Run 1, routed metal, one colour a layer:
(3 px per um)
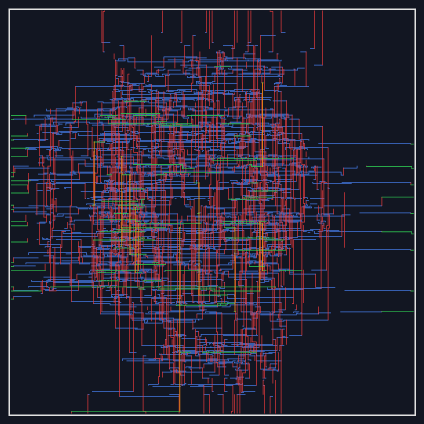
Run 1, the clock network:
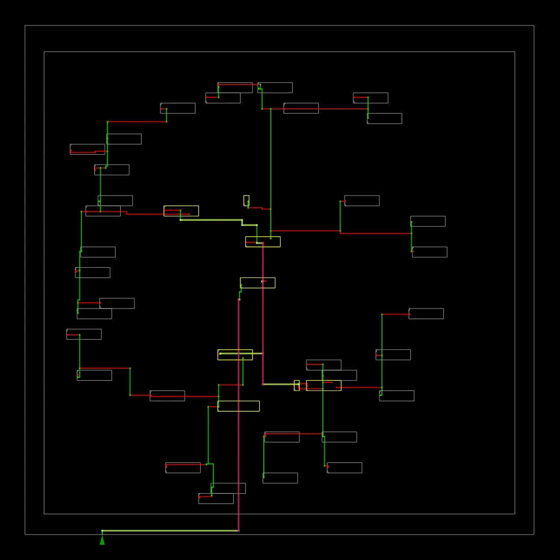
Run 1, selected gate families:
(3 px per um)
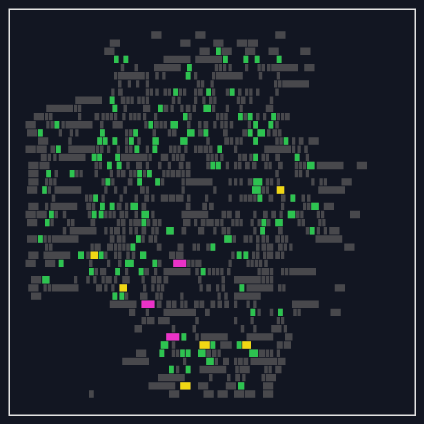
Run 1, I/O nets highlighted:
(4 px per um)
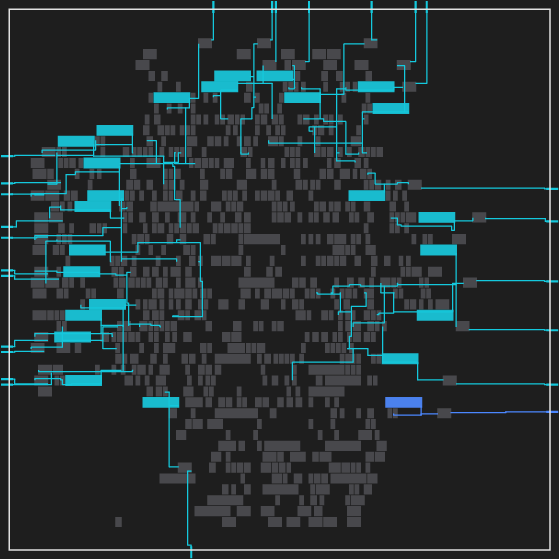
Design seq_shift_unit, sky130hd; sources not shown.
==> COMMIT_EDITMSG, run 1 <==
Refresh implementation metrics

- Critical path cell sequence: nor2_4, nand2_4, inv_2, nand2_1, ha_1, inv_1, nand2_1, nand2_1, nand2_1, nor2_1, nand3_1, a21oi_1, o21bai_1, nand2_1
- Once detail routing completed, the nets flagged for antenna violations numbered 0.
- The number of placed instances, taps included, is 968.
- Fraction of layout instances using a drive strength above 1: 4.84%
- Data on the critical path arrives at its endpoint at 2930 ps.
* Setup ws final: 645 ps
- Share of power burned in registers: 15.4%
- Fraction of the core area covered by cells at the end of the flow: 31.9%
- Type of the most critical hold path: reg -> reg
* Avg Synthesized Cell Area: 5.42 um2
- Count of warning messages emitted by the tools: 26
- Pre-placement core utilization: 25.5%
* Achievable clock frequency: 0.370 GHz
- CTS reports a maximum clock tree buffer depth of 2.
- The final max-slew violation count recorded for this run is 0.
- Post-synthesis, Yosys gives the total cell area as 3890 um2.
- The timing report notes that buffer and inverter cells on the critical path total 2.
- Site Rows: 45
- Post-route fraction of the period consumed by the critical path: 80.7%
* H-tree levels: 2
- In the final timing run, aggregate negative setup slack is 0 ps.
- The flow measured a signed area growth from synthesis to layout of 25.2%.
- After layout, the setup clock skew is reported as 7.79 ps.
* Xor/xnor share: 0%
* Post-CTS setup buffers: 0
- Per the post-synthesis report, the number of cells in the design is 718.
- Number of inserted diodes: 0
* Dominant cell area share: 27.3%
* Die outline height: 135 um
- After floorplanning, the core was sized to cover 15,300 um2.
* Clk root buf: sky130_fd_sc_hd__clkbuf_16
* Maximum capacitance violations: 0
- Looking at the VDD voltage map, the peak drop is 0.413 mV.
- STA classifies the critical path startpoint as a flip-flop.
- The cell-mix breakdown from Yosys lists the compound-gate area share as 18.2%.
* Area share of and/or/nand/nor cells after synthesis: 46.7%
- Part of the power in the clock network: 9.2%
- The first global-routing pass estimated 24,300 um of wire.
- Violation tally from detailed-route iteration zero: 407
- The top cell types in the final layout, fill and taps aside, are 283 x sky130_fd_sc_hd__nand2_1, 89 x sky130_fd_sc_hd__nand3_1, 76 x sky130_fd_sc_hd__inv_1, 59 x sky130_fd_sc_hd__clkdlybuf4s50_1, 58 x sky130_fd_sc_hd__o21ai_0.
* Number of nets at floorplan: 755
- Largest register FFs: 24
* Final Hold Violating Endpoints: 0
- The internal power of the cells totals 0.00257 W.
- Count of instantiated cells in the yosys netlist: 718
- Type of the setup path with the least slack: reg -> reg
* Portion of the post-synthesis area used by sequential elements: 21.9%
- The worst path needs 2700 ps of the cycle, external delays included.
- Hold-critical path depth: 2
- The required time at the worst endpoint is listed as 3580 ps.
* Pwr per Cell Area: 1220 nW/um2
- All-Layer GR Usage: 16.4%
- The flow ran to the end, and the final reports show no timing, DRC or antenna violations.
- The transition time recorded at the tightest slew-check pin is 852 ps.
- The script logs the ratio of routed vias to standard cells as 4.96.
- In the post-synthesis netlist, the biggest area contributors are sky130_fd_sc_hd__nand2_1 27%, sky130_fd_sc_hd__dfrtp_1 22%, sky130_fd_sc_hd__nand3_1 11%.
- Cell type with the largest total area after synthesis: sky130_fd_sc_hd__nand2_1
- Entering global routing, the biggest net connects 46 pins.
- The critical path maximum fanout is 15.
* Family with the most delay on the worst path: simple AND/OR/NAND/NOR gates
- Summing all placed instances gives a cell area of 4710 um2.
- Crit path top cell by count: sky130_fd_sc_hd__nand2_1
* Minimum setup slack among reg-to-reg paths: 650 ps
- Summing all non-filler instances in the final layout gives an area of 4870 um2.
- Combinational share of power: 75.4%
- The wire-length estimate of the detail-placed layout is 10,900 um.
- Measured against its own limit, the worst slew margin works out to 43.2%.
- Synth logic family: simple AND/OR/NAND/NOR gates
- Final count of negative-setup-slack endpoints: 0
* Setup Slack @ Placement: 654 ps
- Final layout net count: 801
* Combined area of all synthesized cells: 3890 um2
- The analysis attributes to net switching a power of 0.00338 W.
* Largest incremental delay on the critical path: 410 ps
- Number of gates resized after cts: 0
- Multiplexer cells account for 0.257% of the synthesized area.
- The die is 135 um wide.
- Post-layout total power: 0.00595 W
- The initial antenna violation count came to 0.
- Cell with the biggest individual delay on the critical path: sky130_fd_sc_hd__dfrtp_1
- Clock tree from TritonCTS: built
- For this run, the detailed router's first-pass iteration total came to 5.
Back to the opening pictures, 'routed metal, one colour a layer':
- met2: red (wire length 6,780 um)
- met3: green (wire length 868 um)
- met4: orange (wire length 308 um)
- met1: blue (wire length 6,820 um)
vias: 4,840
Routed WL per cell: 15.1 um
wirelength, routed: 14,800 um

Back to the opening pictures, 'the clock network':
Inserted Clock Buffers: 5
clock sinks: 34
clk_lat worst skew: 290 ps
num sequential: 34
power in the clock group: 0.000546 W

Back to the opening pictures, 'selected gate families':
- AND-OR and OR-AND gates: yellow (cells 6)
- adder and majority cells: magenta (cells 3)
- inverting AOI/OAI gates: green (cells 119)
most common cell after layout, fill and taps aside: sky130_fd_sc_hd__nand2_1
post-route insts no fill: 976
fraction of area in multi-input gates: 52.9%

Back to the opening pictures, 'I/O nets highlighted':
- `result`: cyan (direction output; edge 11 left, 7 top, 5 right, 1 bottom; end cells 24; buffers 24; wire 1,440 um)
- `carry_out`: blue (direction output; edge right; end cells 1; buffers 1; wire 38.5 um)
port buffer count: 60
top-level I/O count: 61

-- run 1: Yosys cell counts, drive strengths merged --
| cell type | instances |
|---|---|
| a32o | 2 |
| nor2 | 49 |
| dfrtp | 34 |
| nand2 | 286 |
| a31oi | 2 |
| o21a | 2 |
| o22ai | 2 |
| o211ai | 13 |
| nand4 | 12 |
| inv | 79 |
| a22oi | 1 |
| a22o | 1 |
| a21oi | 19 |
| a21o | 1 |
| nand3 | 89 |
| or2 | 1 |
| buf | 22 |
| o21bai | 1 |
| mux2i | 1 |
| a21boi | 2 |
| ha | 3 |
| conb | 1 |
| o21ai | 75 |
| o2111ai | 3 |
| clkbuf | 16 |
| a221oi | 1 |
-- run 1: final cells by class --
class | count | area (um2)
clock buffers | 7 | 133
clock inverters | 1 | 30.0
fillers | 1730 | 10400
inverters | 79 | 297
multi-input cells | 567 | 2580
flip-flops and latches | 34 | 851
well taps | 211 | 264
repair buffers | 77 | 723
-- run 1: layer usage --
layer,track usage (%),vias to the layer above,share of wire [%]
met5,0,-,0
met4,4.98,0,2.1
met3,1.94,24,5.9
met2,26.5,185,46
met1,22.8,2213,46
li1,-,2418,-
-- run 1: power by group through the flow --
| stage | clock [W] | combinational (W) | sequential (W) |
|---|---|---|---|
| after CTS | 0.000559 | 0.00448 | 0.000917 |
| after floorplan | 0 | 0.00304 | 0.000888 |
| final | 0.000546 | 0.00448 | 0.000917 |
| after global placement | 0 | 0.00447 | 0.000926 |
| after global routing | 0.000574 | 0.00510 | 0.000957 |
| after detailed placement | 0 | 0.00446 | 0.000922 |
-- run 1: tightest hold or removal path, cell delays in order, from the launching register on --
cell	delay (ps)
sky130_fd_sc_hd__dfrtp_1	340
sky130_fd_sc_hd__nand2_1	50
sky130_fd_sc_hd__nand2_1	50
==> run 1 -> run 2 <==
==> constraint.sdc (replaced) <==
create_clock -name clk -period 2.4 [get_ports clk]
set_input_delay 0.6 -clock clk [delete_from_list [all_inputs] [get_ports clk]]
set_output_delay 0.6 -clock clk [all_outputs]
set_load 0.01 [all_outputs]
Run 2, I/O nets highlighted:
(4 px per um)
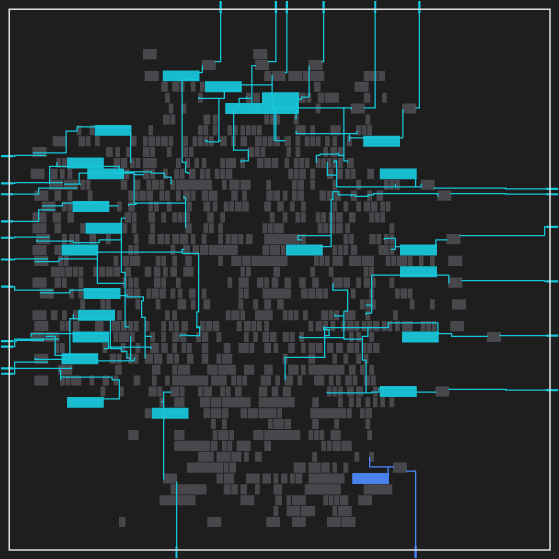
- `carry_out`: blue (direction output; edge bottom; end cells 1; buffers 1; wire 31.9 um)
- `result`: cyan (direction output; edge 11 left, 6 top, 6 right, 1 bottom; end cells 24; buffers 24; wire 1,450 um)

Run 2, where the registers sit:
(2 px per um)
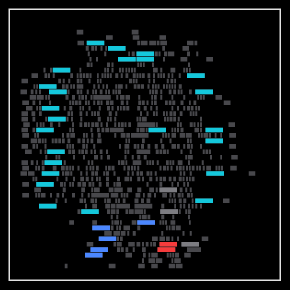
- `remaining`: blue (flops 5)
- `result`: cyan (flops 24)
- `state`: red (flops 2)
- not coloured: 3
flip-flop and latch power: 0.00126 W
Seq/total area: 17.2%
Sequential Area: 851 um2

==> COMMIT_EDITMSG, run 2 <==
Refresh implementation metrics

* All-Layer GR Usage: 16.8% (was 16.4%)
- Post-CTS setup buffers: 0 (unchanged)
* Critical path cell sequence: nor2_4, nand2_4, inv_2, nand2_1, ha_1, inv_1, nand3_1, nand3_1, nand3_1, a21oi_1, nand2_1, nand2_1, inv_1 (was nor2_4, nand2_4, inv_2, nand2_1, ha_1, inv_1, nand2_1, nand2_1, nand2_1, nor2_1, nand3_1, a21oi_1, o21bai_1, nand2_1)
* Violation tally from detailed-route iteration zero: 384 (was 407)
- The number of inserted diodes was 0 (unchanged).
* Final count of negative-setup-slack endpoints: 0 (unchanged)
* Crit path DRT: 2590 ps (was 3580 ps)
- Element type at the critical path start: flip-flop (unchanged)
- Top cells excl fill/tap: 283 x sky130_fd_sc_hd__nand2_1, 89 x sky130_fd_sc_hd__nand3_1, 76 x sky130_fd_sc_hd__inv_1, 59 x sky130_fd_sc_hd__clkdlybuf4s50_1, 58 x sky130_fd_sc_hd__o21ai_0 (unchanged).
- The post-placement setup slack came to 250 ps (was 654 ps).
- The total wire length after detailed routing is 14,800 um (about the same).
- H-tree levels: 2 (unchanged)
* WP data arrival: 2370 ps (was 2930 ps)
- The final count of hold timing violations was 0 (unchanged).
- Outcome: complete, no violations (unchanged)
* Dominant cell area share: 27.3% (unchanged)
- Post-route fraction of the period consumed by the critical path: 90.9% (was 80.7%)
- Leading post-synthesis cells by instance count: 283 x sky130_fd_sc_hd__nand2_1, 89 x sky130_fd_sc_hd__nand3_1, 76 x sky130_fd_sc_hd__inv_1 (unchanged)
* Routed WL per cell: 15.1 um (about the same)
* Fin crit period: 2180 ps (was 2700 ps)
- The fraction of layout cells with a size suffix above 1 is 5.83% (was 4.84%).
* Max transition margin: 65.6% (was 43.2%)
* Portion of the post-synthesis area used by sequential elements: 21.9% (unchanged)
* Cell type with the largest total area after synthesis: sky130_fd_sc_hd__nand2_1 (unchanged)
- Share of power burned in registers: 15.0% (was 15.4%)
- Count of instantiated cells in the yosys netlist: 718 (unchanged)
- The worst setup slack after layout was 217 ps (was 645 ps).
* Type of the setup path with the least slack: reg -> reg (unchanged)
- The net count of the finished layout was 809 (was 801).
- The peak clock frequency supported by timing was 0.458 GHz (was 0.370 GHz).
- The net count entering floorplan was 755 (unchanged).
- The final count of pins violating max slew was 0 (unchanged).
* Transition time of the tightest slew-check pin: 516 ps (was 852 ps)
- Main synth FF type: sky130_fd_sc_hd__dfrtp_1 (unchanged)
- The cell class contributing the biggest share of worst-path delay was simple AND/OR/NAND/NOR gates (unchanged).
- The peak fanout along the critical path is 11 (was 15).
* Area figure in the yosys stat output: 3890 um2 (unchanged)
- The critical path's largest stage delay came to 400 ps (was 410 ps).
* Number of detailed-routing iterations run before antenna repair: 6 (was 5)
- The placeable core area was 15,300 um2 (unchanged).
* Largest cells by area after synthesis: sky130_fd_sc_hd__nand2_1 27%, sky130_fd_sc_hd__dfrtp_1 22%, sky130_fd_sc_hd__nand3_1 11% (unchanged)
- Total negative slack for setup checks: 0 ps (unchanged)
- Via density per instance: 4.93 (was 4.96)
* Combined area of all synthesized cells: 3890 um2 (unchanged)
- Die x size: 135 um (unchanged)
- Maximum capacitance violations: 0 (unchanged)
- Site Rows: 45 (unchanged)
* Most common cell after layout, fill and taps aside: sky130_fd_sc_hd__nand2_1 (unchanged)
* Half-perimeter wire length of the detailed placement result: 10,900 um (about the same)
- The global-route wire length before repair came to 24,800 um (was 24,300 um).
- Pin count of the biggest net entering global routing: 46 (unchanged)
- The count of vias placed by the detailed router was 4,842 (was 4,840).
* Clk_lat worst skew: 290 ps (about the same)
- The share of flip-flops with an asynchronous set or reset came to 100% (unchanged).
* Clk root buf: sky130_fd_sc_hd__clkbuf_16 (unchanged)
- Antenna violations before repair: 0 (unchanged)
- Clock sinks: 34 (unchanged)
- The die span in y was 135 um (unchanged).
- The layout overhead on the synthesized area came to 27.3% (was 25.2%).
- The floorplan core density came to 25.5% (unchanged).
==> run 2: cell counts after synthesis <==
Identical to the previous run, type by type.
==> run 2: power by group through the flow <==
stage	combinational (W)	clock [W]	sequential, W
2_1_floorplan	0.00425	0	0.00124
3_3_place_gp	0.00642	0	0.00127
3_5_place_dp	0.00642	0	0.00127
4_1_cts	0.00646	0.000650	0.00126
5_1_grt	0.00739	0.000676	0.00131
6_report	0.00648	0.000638	0.00126
==> run 2: stage by stage <==
step,hold slack [ps],utilization [%],cells
after CTS,105,32.5,983
after detailed placement,403,31.6,976
after floorplan,304,-,718
after global placement,400,31.6,976
after global routing,105,32.5,983
final,102,32.5,983
==> run 2: routing by layer <==
layer | share of wire [%] | track usage (%)
met5 | 0 | 0
met4 | 2.2 | 5.88
met3 | 5.5 | 2.50
met2 | 46 | 27.0
met1 | 47 | 22.9
==> run 2: logic make-up after synthesis <==
group	synth area share [%]
AND/OR/NAND/NOR	46.7
AND-OR/OR-AND	18.2
buffers and inverters	12.0
flip-flops	21.9
adder cells (fa/ha/maj)	0.964
multiplexers	0.257
other	0.0963
==> run 2: layout make-up <==
type                       count  area [um2]
fill                        1768       10300
multi-input combinational    567        2580
sequential                    34         851
timing repair buffer          85         833
inverter                      79         297
tap                          211         264
clock buffer                   7         133
Power is estimated from default activity; no workload was simulated.
